==> src/rtl/button_pkg.sv <==
// Shared constants for the push-button conditioner: FSM state encoding and
// the default debounce interval.
package button_pkg;

    // 10 ms at 100 MHz
    localparam int DEBOUNCE_CYCLES_DEFAULT = 1000000;

    localparam logic [1:0] ST_IDLE         = 2'd0;  // released, stable
    localparam logic [1:0] ST_PRESS_WAIT   = 2'd1;  // candidate press, counting
    localparam logic [1:0] ST_HELD         = 2'd2;  // pressed, stable
    localparam logic [1:0] ST_RELEASE_WAIT = 2'd3;  // candidate release, counting

    // The debounced level is high in both "pressed" states.
    function automatic logic is_pressed_state(input logic [1:0] st);
        return (st == ST_HELD) || (st == ST_RELEASE_WAIT);
    endfunction

endpackage

==> src/rtl/sync_2ff.sv <==
// Two-flop synchronizer for asynchronous level inputs. Output lags the input
// by exactly two clk cycles; both stages clear on synchronous reset.
module sync_2ff #(
    parameter int WIDTH = 1
) (
    input  logic             clk,
    input  logic             rst,
    input  logic [WIDTH-1:0] d,
    output logic [WIDTH-1:0] q
);

    logic [WIDTH-1:0] meta_q, meta_d;
    logic [WIDTH-1:0] sync_q, sync_d;

    // Next-stage values: plain shift from raw input through both stages.
    always_comb begin
        meta_d = d;
        sync_d = meta_q;
    end

    // Synchronizer stages with synchronous reset.
    always_ff @(posedge clk) begin
        if (rst) begin
            meta_q <= '0;
            sync_q <= '0;
        end else begin
            meta_q <= meta_d;
            sync_q <= sync_d;
        end
    end

    assign q = sync_q;

endmodule

==> src/rtl/button_conditioner.sv <==
// Push-button debouncer with press/release pulses, plus switch synchronizers
// and a snapshot of the switches taken on every accepted press.
module button_conditioner
    import button_pkg::*;
#(
    parameter int DEBOUNCE_CYCLES = DEBOUNCE_CYCLES_DEFAULT,
    parameter int SW_WIDTH        = 4
) (
    input  logic                clk,
    input  logic                rst,
    input  logic                btn_raw,
    input  logic [SW_WIDTH-1:0] sw_raw,
    output logic                btn_level,
    output logic                btn_press,
    output logic                btn_release,
    output logic [SW_WIDTH-1:0] sw_sync,
    output logic [SW_WIDTH-1:0] sw_latched
);

    // Counter only needs to reach DEBOUNCE_CYCLES-1; it clears on every
    // state change so it can never wrap.
    localparam int               CW      = (DEBOUNCE_CYCLES > 1) ? $clog2(DEBOUNCE_CYCLES) : 1;
    localparam logic [CW-1:0]    CNT_MAX = CW'(DEBOUNCE_CYCLES - 1);

    logic                btn_sync;
    logic [1:0]          state_q,   state_d;
    logic [CW-1:0]       cnt_q,     cnt_d;
    logic                level_q,   level_d;
    logic                press_q,   press_d;
    logic                release_q, release_d;
    logic [SW_WIDTH-1:0] latched_q, latched_d;

    sync_2ff #(.WIDTH(1)) u_sync_btn (
        .clk (clk),
        .rst (rst),
        .d   (btn_raw),
        .q   (btn_sync)
    );

    sync_2ff #(.WIDTH(SW_WIDTH)) u_sync_sw (
        .clk (clk),
        .rst (rst),
        .d   (sw_raw),
        .q   (sw_sync)
    );

    // Debounce FSM: a level change is accepted only after btn_sync has held
    // the new value through a full count; any reversion restarts from stable.
    always_comb begin
        state_d   = state_q;
        cnt_d     = cnt_q;
        press_d   = 1'b0;
        release_d = 1'b0;
        latched_d = latched_q;
        case (state_q)
            ST_IDLE: begin
                if (btn_sync) begin
                    state_d = ST_PRESS_WAIT;
                    cnt_d   = '0;
                end
            end
            ST_PRESS_WAIT: begin
                if (!btn_sync) begin
                    state_d = ST_IDLE;
                    cnt_d   = '0;
                end else if (cnt_q == CNT_MAX) begin
                    state_d = ST_HELD;
                    cnt_d   = '0;
                    press_d = 1'b1;
                end else begin
                    cnt_d = cnt_q + CW'(1);
                end
            end
            ST_HELD: begin
                if (!btn_sync) begin
                    state_d = ST_RELEASE_WAIT;
                    cnt_d   = '0;
                end
            end
            ST_RELEASE_WAIT: begin
                if (btn_sync) begin
                    state_d = ST_HELD;
                    cnt_d   = '0;
                end else if (cnt_q == CNT_MAX) begin
                    state_d   = ST_IDLE;
                    cnt_d     = '0;
                    release_d = 1'b1;
                end else begin
                    cnt_d = cnt_q + CW'(1);
                end
            end
            default: begin
                state_d = ST_IDLE;
                cnt_d   = '0;
            end
        endcase
        // Snapshot switches on the accepted press so it is visible alongside btn_press.
        if (press_d) begin
            latched_d = sw_sync;
        end
        level_d = is_pressed_state(state_d);
    end

    // State and registered outputs; reset discards any pending/held press silently.
    always_ff @(posedge clk) begin
        if (rst) begin
            state_q   <= ST_IDLE;
            cnt_q     <= '0;
            level_q   <= 1'b0;
            press_q   <= 1'b0;
            release_q <= 1'b0;
            latched_q <= '0;
        end else begin
            state_q   <= state_d;
            cnt_q     <= cnt_d;
            level_q   <= level_d;
            press_q   <= press_d;
            release_q <= release_d;
            latched_q <= latched_d;
        end
    end

    assign btn_level   = level_q;
    assign btn_press   = press_q;
    assign btn_release = release_q;
    assign sw_latched  = latched_q;

endmodule

==> config.mk <==
export PLATFORM = sky130hd
export DESIGN_NAME = button_conditioner
export DESIGN_NICKNAME = d
export VERILOG_FILES = /design/src/rtl/button_pkg.sv /design/src/rtl/sync_2ff.sv /design/src/rtl/button_conditioner.sv
export SDC_FILE = /design/constraint.sdc
export NUM_CORES = 1
export LEC_CHECK = 0
export CORE_AREA = 5 5 55 77
export DETAILED_ROUTE_END_ITERATION = 7
export DIE_AREA = 0 0 60 82
export GPL_TIMING_DRIVEN = 0
export PLACE_DENSITY_LB_ADDON = 0.12
export SLEW_MARGIN = 40
export SYNTH_ARGS = -nofsm -noshare
export SYNTH_HDL_FRONTEND = slang
export SYNTH_SLANG_ARGS = --single-unit
==> constraint.sdc <==
create_clock -name clk -period 2.6 [get_ports clk]
set_input_delay 0.26 -clock clk [delete_from_list [all_inputs] [get_ports clk]]
set_output_delay 0.26 -clock clk [all_outputs]
set_load 0.03 [all_outputs]
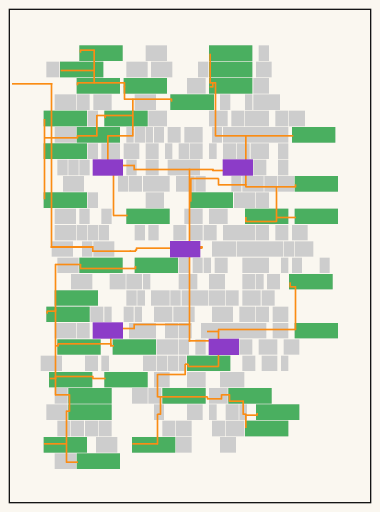
*Clock wires, drivers and flops, run 1*
Scale: 6 px per um.
[purple] clock drivers | count: 5
[green] flip-flops | count: 39
[orange] clock wires | length: 463 um
flops lie: all over the die

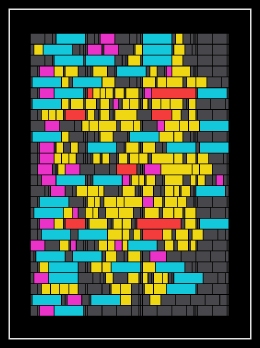
*Cells colored by class, run 1*
Scale: 4 px per um. Fill, decap, tap and diode cells in gray.
[magenta] remaining buffers and delay cells | cells: 29 | share of their area: 11%
[yellow] combinational and other logic | cells: 144 | share of their area: 46%
[cyan] sequential cells | cells: 39 | share of their area: 36%
[red] clock drivers and dummy loads | cells: 8 | share of their area: 6.2%

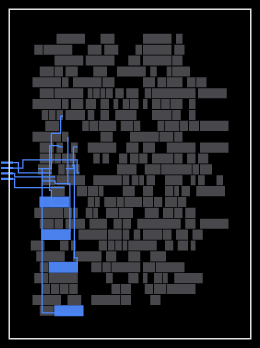
*Port wiring, run 1*
Scale: 4 px per um.
[blue] sw_sync | bits: 4 | direction: output | end cells: 4 | buffers: 4 | wire: 216 um

==> results_dict.tcl, run 1 <==
# collected from the flow reports
set metrics [dict create \
    post-dp-hpwl_um 3290 \
    syn-cell-area_um2 1840 \
    slew_headroom_pct 66.0 \
    maxCapViolations 0 \
    syn_to_final_growth_pct 19.6 \
    utilization_pct 62.6 \
    design_area_um2 2200 \
    numClockSinks 39 \
    place_inst 254 \
    endpoint "cnt_q[14]" \
    worstHoldPathCells 1 \
    synth_cell_types 48 \
    first_pass_iters 4 \
    cp.arrival_ps 2370 \
    place.gp.congestion 0.884 \
    final.setup.worst_slack_ps 391 \
    cts-root-buf "clkbuf_8" \
    tritoncts "built" \
    coreArea_um2 3510 \
    grt_pass1_vias 1623 \
    fin_crit_ps 2210 \
    vias 1636 \
    finalHoldViolCount 0 \
    muxShareOfSynthArea_pct 0 \
    rows 26 \
    status "finished clean" \
    postCtsSetupBuffers 0 \
    htree_num_levels 2 \
    start_kind "flip-flop" \
    pre_cts_slack_ps 445 \
    endpoint_kind "flip-flop" \
    antenna_found_initial 0 \
    grt_usage_pct 20.6 \
    critPathKind "flip-flop to flip-flop" \
    ff_type "dfxtp_1" \
    edf_count 0 \
    worst-path-max-fanout 10 \
    critPathRequiredTime_ps 2760 \
    post_synth.cell_area_avg_um2 9.43 \
    rr_worst_depth 7 \
    netlist_instances 195 \
    powerDensity_nw_per_um2 570 \
    final-seq-area_um2 781 \
    largest_register "cnt_q" \
    whs_endpoint "u_sync_sw.q[2]" \
    min_path_type "flip-flop to flip-flop" \
    hold_start "u_sync_sw.meta_q[2]" \
    die_x_um 60 \
    die-area_um2 4920 \
    layout-drive-gt1-share_pct 12.7 \
    worst_slew_pin_slew_ps 507 \
    clkSlewWorstSetupHoldPaths_ps 70 \
    wl_per_cell_um 17.6 \
    rr_startpoint "cnt_q[0]" \
    synthArstFlopShare_pct 0 \
    nFillCells 312 \
    antenna_left 0 \
    rsz0062_at_grt "no" \
    fp_util_pct 52.4 \
    ir_drop_mv 0.451 \
    clkLatencyLatePin_ps 290 \
    finalPower_mw 1.25 \
    die_h_um 82 \
    synthAoiAreaFrac_pct 19.4 \
    clock_path_buffers 2 \
    post_cts_resize_count 0 \
    final_layout_top_logic_cell "dfxtp_1" \
    drc_errors 0 \
    hold_slack_ps 449 \
    setup_violations 0 \
    diodes 0 \
    adder_share_pct 0.680 \
    ys_top_logic_family "simple AND/OR/NAND/NOR gates" \
    vias_per_cell 6.24 \
    num_io_pins 18 \
    gr-total-overflow 0 \
    grt_pass1_wl_um 7640 \
    seq_area_frac_synth_pct 42.4 \
    ys_area_um2 1840 \
    fin_cells 262 \
    log.warning_count 26 \
    syn_nets 203 \
    placedInstanceArea_um2 2060 \
    clock-skew-final_ps 2.73 \
    synth-simple-area-share_pct 29.7 \
    cts-hold-fix-buffers 0 \
    cp-startpoint "cnt_q[0]" \
    finalSetupTns_ps 0 \
    wl_um 4620 \
    ys_ff 39 \
]
-- run 1: critical path: stages (launching register included) --
cell	delay (ps)
dfxtp_1	410
ha_1	230
and3_1	160
clkbuf_2	210
nand4_2	260
o211ai_2	500
buf_6	220
a22oi_1	90
-- run 1: cells in the mapped netlist, types with 2 or more instances --
library cell | count | area, um^2
o2111ai_1 | 4 | 35.0
or4_1 | 2 | 15.0
and2_1 | 4 | 25.0
a21oi_1 | 13 | 65.1
o31ai_1 | 5 | 37.5
nand3_1 | 11 | 55.1
o211ai_1 | 5 | 37.5
and4_1 | 2 | 17.5
dfxtp_1 | 39 | 781
nor4b_1 | 3 | 26.3
o21ai_0 | 10 | 50.1
or3_1 | 3 | 18.8
inv_1 | 3 | 11.3
nor2b_1 | 11 | 68.8
nand2_1 | 9 | 33.8
nand4_1 | 13 | 81.3
nor4b_2 | 2 | 30.0
a22oi_1 | 6 | 45.0
xor2_1 | 7 | 61.3
and3_1 | 8 | 50.1
buf_6 | 2 | 22.5
clkbuf_2 | 2 | 10.0
clkbuf_1 | 4 | 15.0
buf_2 | 3 | 15.0
-- run 1: area by class of cell --
cell class              count  share of cell area [%]
plain buffers              12                    3.19
flip-flops and latches     39                    35.5
clock inverters             2                    2.73
repair buffers             17                    7.74
multi-input cells         141                    44.7
clock buffers               6                    3.30
inverters                   3                   0.512
well taps                  42                    2.39
-- run 1: per-layer routing --
metal,up-vias,part of all wire (%),track usage (%)
met5,-,0,0
met4,0,2.1,9.53
met3,10,3.7,4.72
met2,36,53,36.0
met1,794,41,22.9
li1,796,-,-
-- run 1: power breakdown --
part / internal [mW] / total (mW) / switching [mW]
Sequential: 0.605 / 0.609 / 0.00443
Combinational: 0.0190 / 0.0491 / 0.0301
Clock: 0.384 / 0.595 / 0.211
Total: 1.01 / 1.25 / 0.246
--- run 2 (diff from run 1) ---
Settings changed: CORE_AREA 5 5 55 77 to 5 5 58 80, DIE_AREA 0 0 60 82 to 0 0 63 85.
Clock period 2.6 ns to 2 ns, I/O delays scaled along.
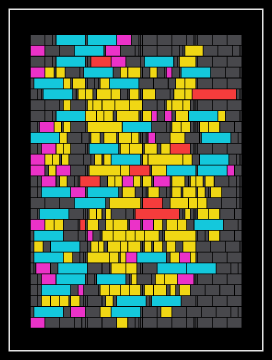
*Cells colored by class, run 2*
Scale: 4 px per um. Fill, decap, tap and diode cells in gray.
Core Footprint: 3880 um^2
Rows: 27
Seq area share: 34.5%
Core Util, Final: 58.5%
Design Area, Final: 2270 um^2

==> results_dict.tcl, run 2 <==
# collected from the flow reports
set metrics [dict create \
    dr_wl_met2_um 2570 \
    drt_iter0_drc 84 \
    status "finished clean" \
    met3_length_um 195 \
    syn_to_final_growth_pct 23.5 \
    switchingPower_mw 0.322 \
    route.top_layer_used "met4" \
    log.warning_count 27 \
    met1_usage_pct 19.0 \
    die_h_um 85 \
    hold_slack_ps 441 \
    setup_violations 0 \
    maxCapViolations 0 \
    netlist_instances 195 \
    gr-max-usage-layer "met2" \
    final_layout_top_logic_cell "dfxtp_1" \
    adder_share_pct 0.680 \
    yosysTopAreaCell "dfxtp_1" \
    largest_register "cnt_q" \
    nFillCells 321 \
    vias_per_cell 6.34 \
    synth_cell_types 48 \
    start_kind "flip-flop" \
    maxPowerGroup "sequential cells" \
    power_frac_comb_pct 4.0 \
    synth-simple-area-share_pct 29.7 \
    ys_area_um2 1840 \
    seq_power_mw 0.791 \
    numClockSinks 39 \
    syn_nets 203 \
    grt_pass1_vias 1742 \
    rsz0062_at_grt "yes" \
    ff_type "dfxtp_1" \
    ir_drop_mv 0.598 \
    wl_per_cell_um 18.1 \
    antenna_found_initial 0 \
    grt_pass1_wl_um 7930 \
    finalHoldViolCount 0 \
    layout-drive-gt1-share_pct 15.8 \
    slew_headroom_pct 66.2 \
    clkSlewWorstSetupHoldPaths_ps 70 \
    yosys-top-cells-area "dfxtp_1, nand4_1, nor2b_1" \
    placedInstanceArea_um2 2060 \
    endpoint_kind "flip-flop" \
    fin_crit_ps 1920 \
    critPathKind "flip-flop to flip-flop" \
    edf_count 0 \
    clock-skew-final_ps 5.50 \
    groute.layer.met3.usage_pct 4.50 \
    clock_path_buffers 2 \
    post_synth.cell_area_avg_um2 9.43 \
    synthArstFlopShare_pct 0 \
    grt_usage_pct 18.3 \
    first_pass_iters 4 \
    worst_slew_pin_slew_ps 504 \
    top_cells_by_count "dfxtp_1, a21oi_1, nand4_1" \
    critPathRequiredTime_ps 2240 \
    worst-path-max-fanout 10 \
    drc_errors 0 \
    tritoncts "built" \
    intPower_mw 1.31 \
    die_x_um 63 \
    p_clk_mw 0.774 \
    ys_top_logic_family "simple AND/OR/NAND/NOR gates" \
    wl_um 4790 \
    powerDensity_nw_per_um2 718 \
    syn-cell-area_um2 1840 \
    clkLatencyLatePin_ps 290 \
    netlist.area_leader.share_pct 42.4 \
    p_comb_mw 0.0661 \
    muxShareOfSynthArea_pct 0 \
    seq_area_frac_synth_pct 42.4 \
    gr-total-overflow 0 \
]
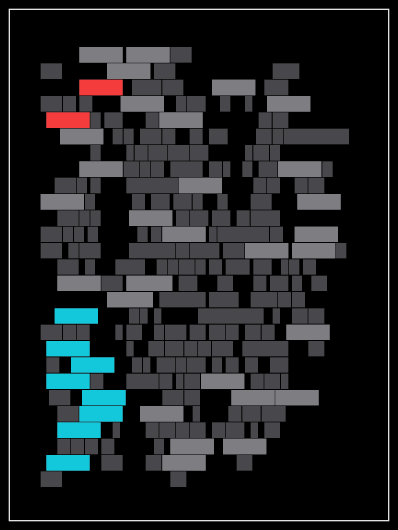
*Hierarchy map of the flops, run 2*
Scale: 6 px per um. Other sequential cells in the stronger gray, the rest of the logic in the fainter gray.
[red] u_sync_btn | placed flops: 2
[cyan] u_sync_sw | placed flops: 8 | where: south-west

## run 2: path summary, 6_finish.rpt
check                     from            to  slack [ps]  cells past startpoint
min reg2reg  u_sync_btn.meta_q  u_sync_btn.q         440                      1
max                 state_q[1]     cnt_q[17]          80                      5
max reg2reg         state_q[1]     cnt_q[17]          80                      5
min          u_sync_btn.meta_q  u_sync_btn.q         440                      1
## run 2: cell families after synthesis
group                    count (synthesis)
buffers and inverters                   15
adder cells (fa/ha/maj)                  1
AND-OR/OR-AND                           52
XOR/XNOR                                 7
AND/OR/NAND/NOR                         81
flip-flops                              39
## run 2: cell type report
| type | count | area share (%) |
|---|---|---|
| Timing Repair Buffer | 19 | 8.15 |
| Clock buffer | 6 | 3.19 |
| Inverter | 3 | 0.496 |
| Tap cell | 43 | 2.37 |
| Sequential cell | 39 | 34.5 |
| Multi-Input combinational cell | 141 | 45.4 |
| Clock inverter | 2 | 2.64 |
| Buffer | 12 | 3.30 |
## run 2: worst max-delay path: stages (launching register included)
cell      delay [ps]
dfxtp_1          450
xor2_1           150
buf_2            220
nor2_2           340
nand2_1          370
o2bb2a_1         340
## run 2: stage by stage
step / util [%] / setup WS, ps / instances / power (mW) / setup TNS, ps
after detailed placement: 53.1 / -173 / 255 / 0.873 / -1690
after global placement: 53.1 / -119 / 255 / 0.871 / -1100
after floorplan: - / 232 / 195 / 0.840 / 0
final: 58.5 / 78.2 / 265 / 1.63 / 0
after global routing: 58.5 / -3.02 / 265 / 1.68 / -3.02
after CTS: 57.4 / 1.94 / 265 / 1.64 / 0
## run 2: what timing repair did
action                                  in CTS  in global routing
hold buffers                                 0                  0
cloned                                       0                  0
pin swaps                                    1                  1
gates resized                                2                 10
hold endpoints to repair                     0                  0
endpoints found under the setup margin      16                 20
setup buffers                                2                  0
Power and IR drop assume default switching activity.
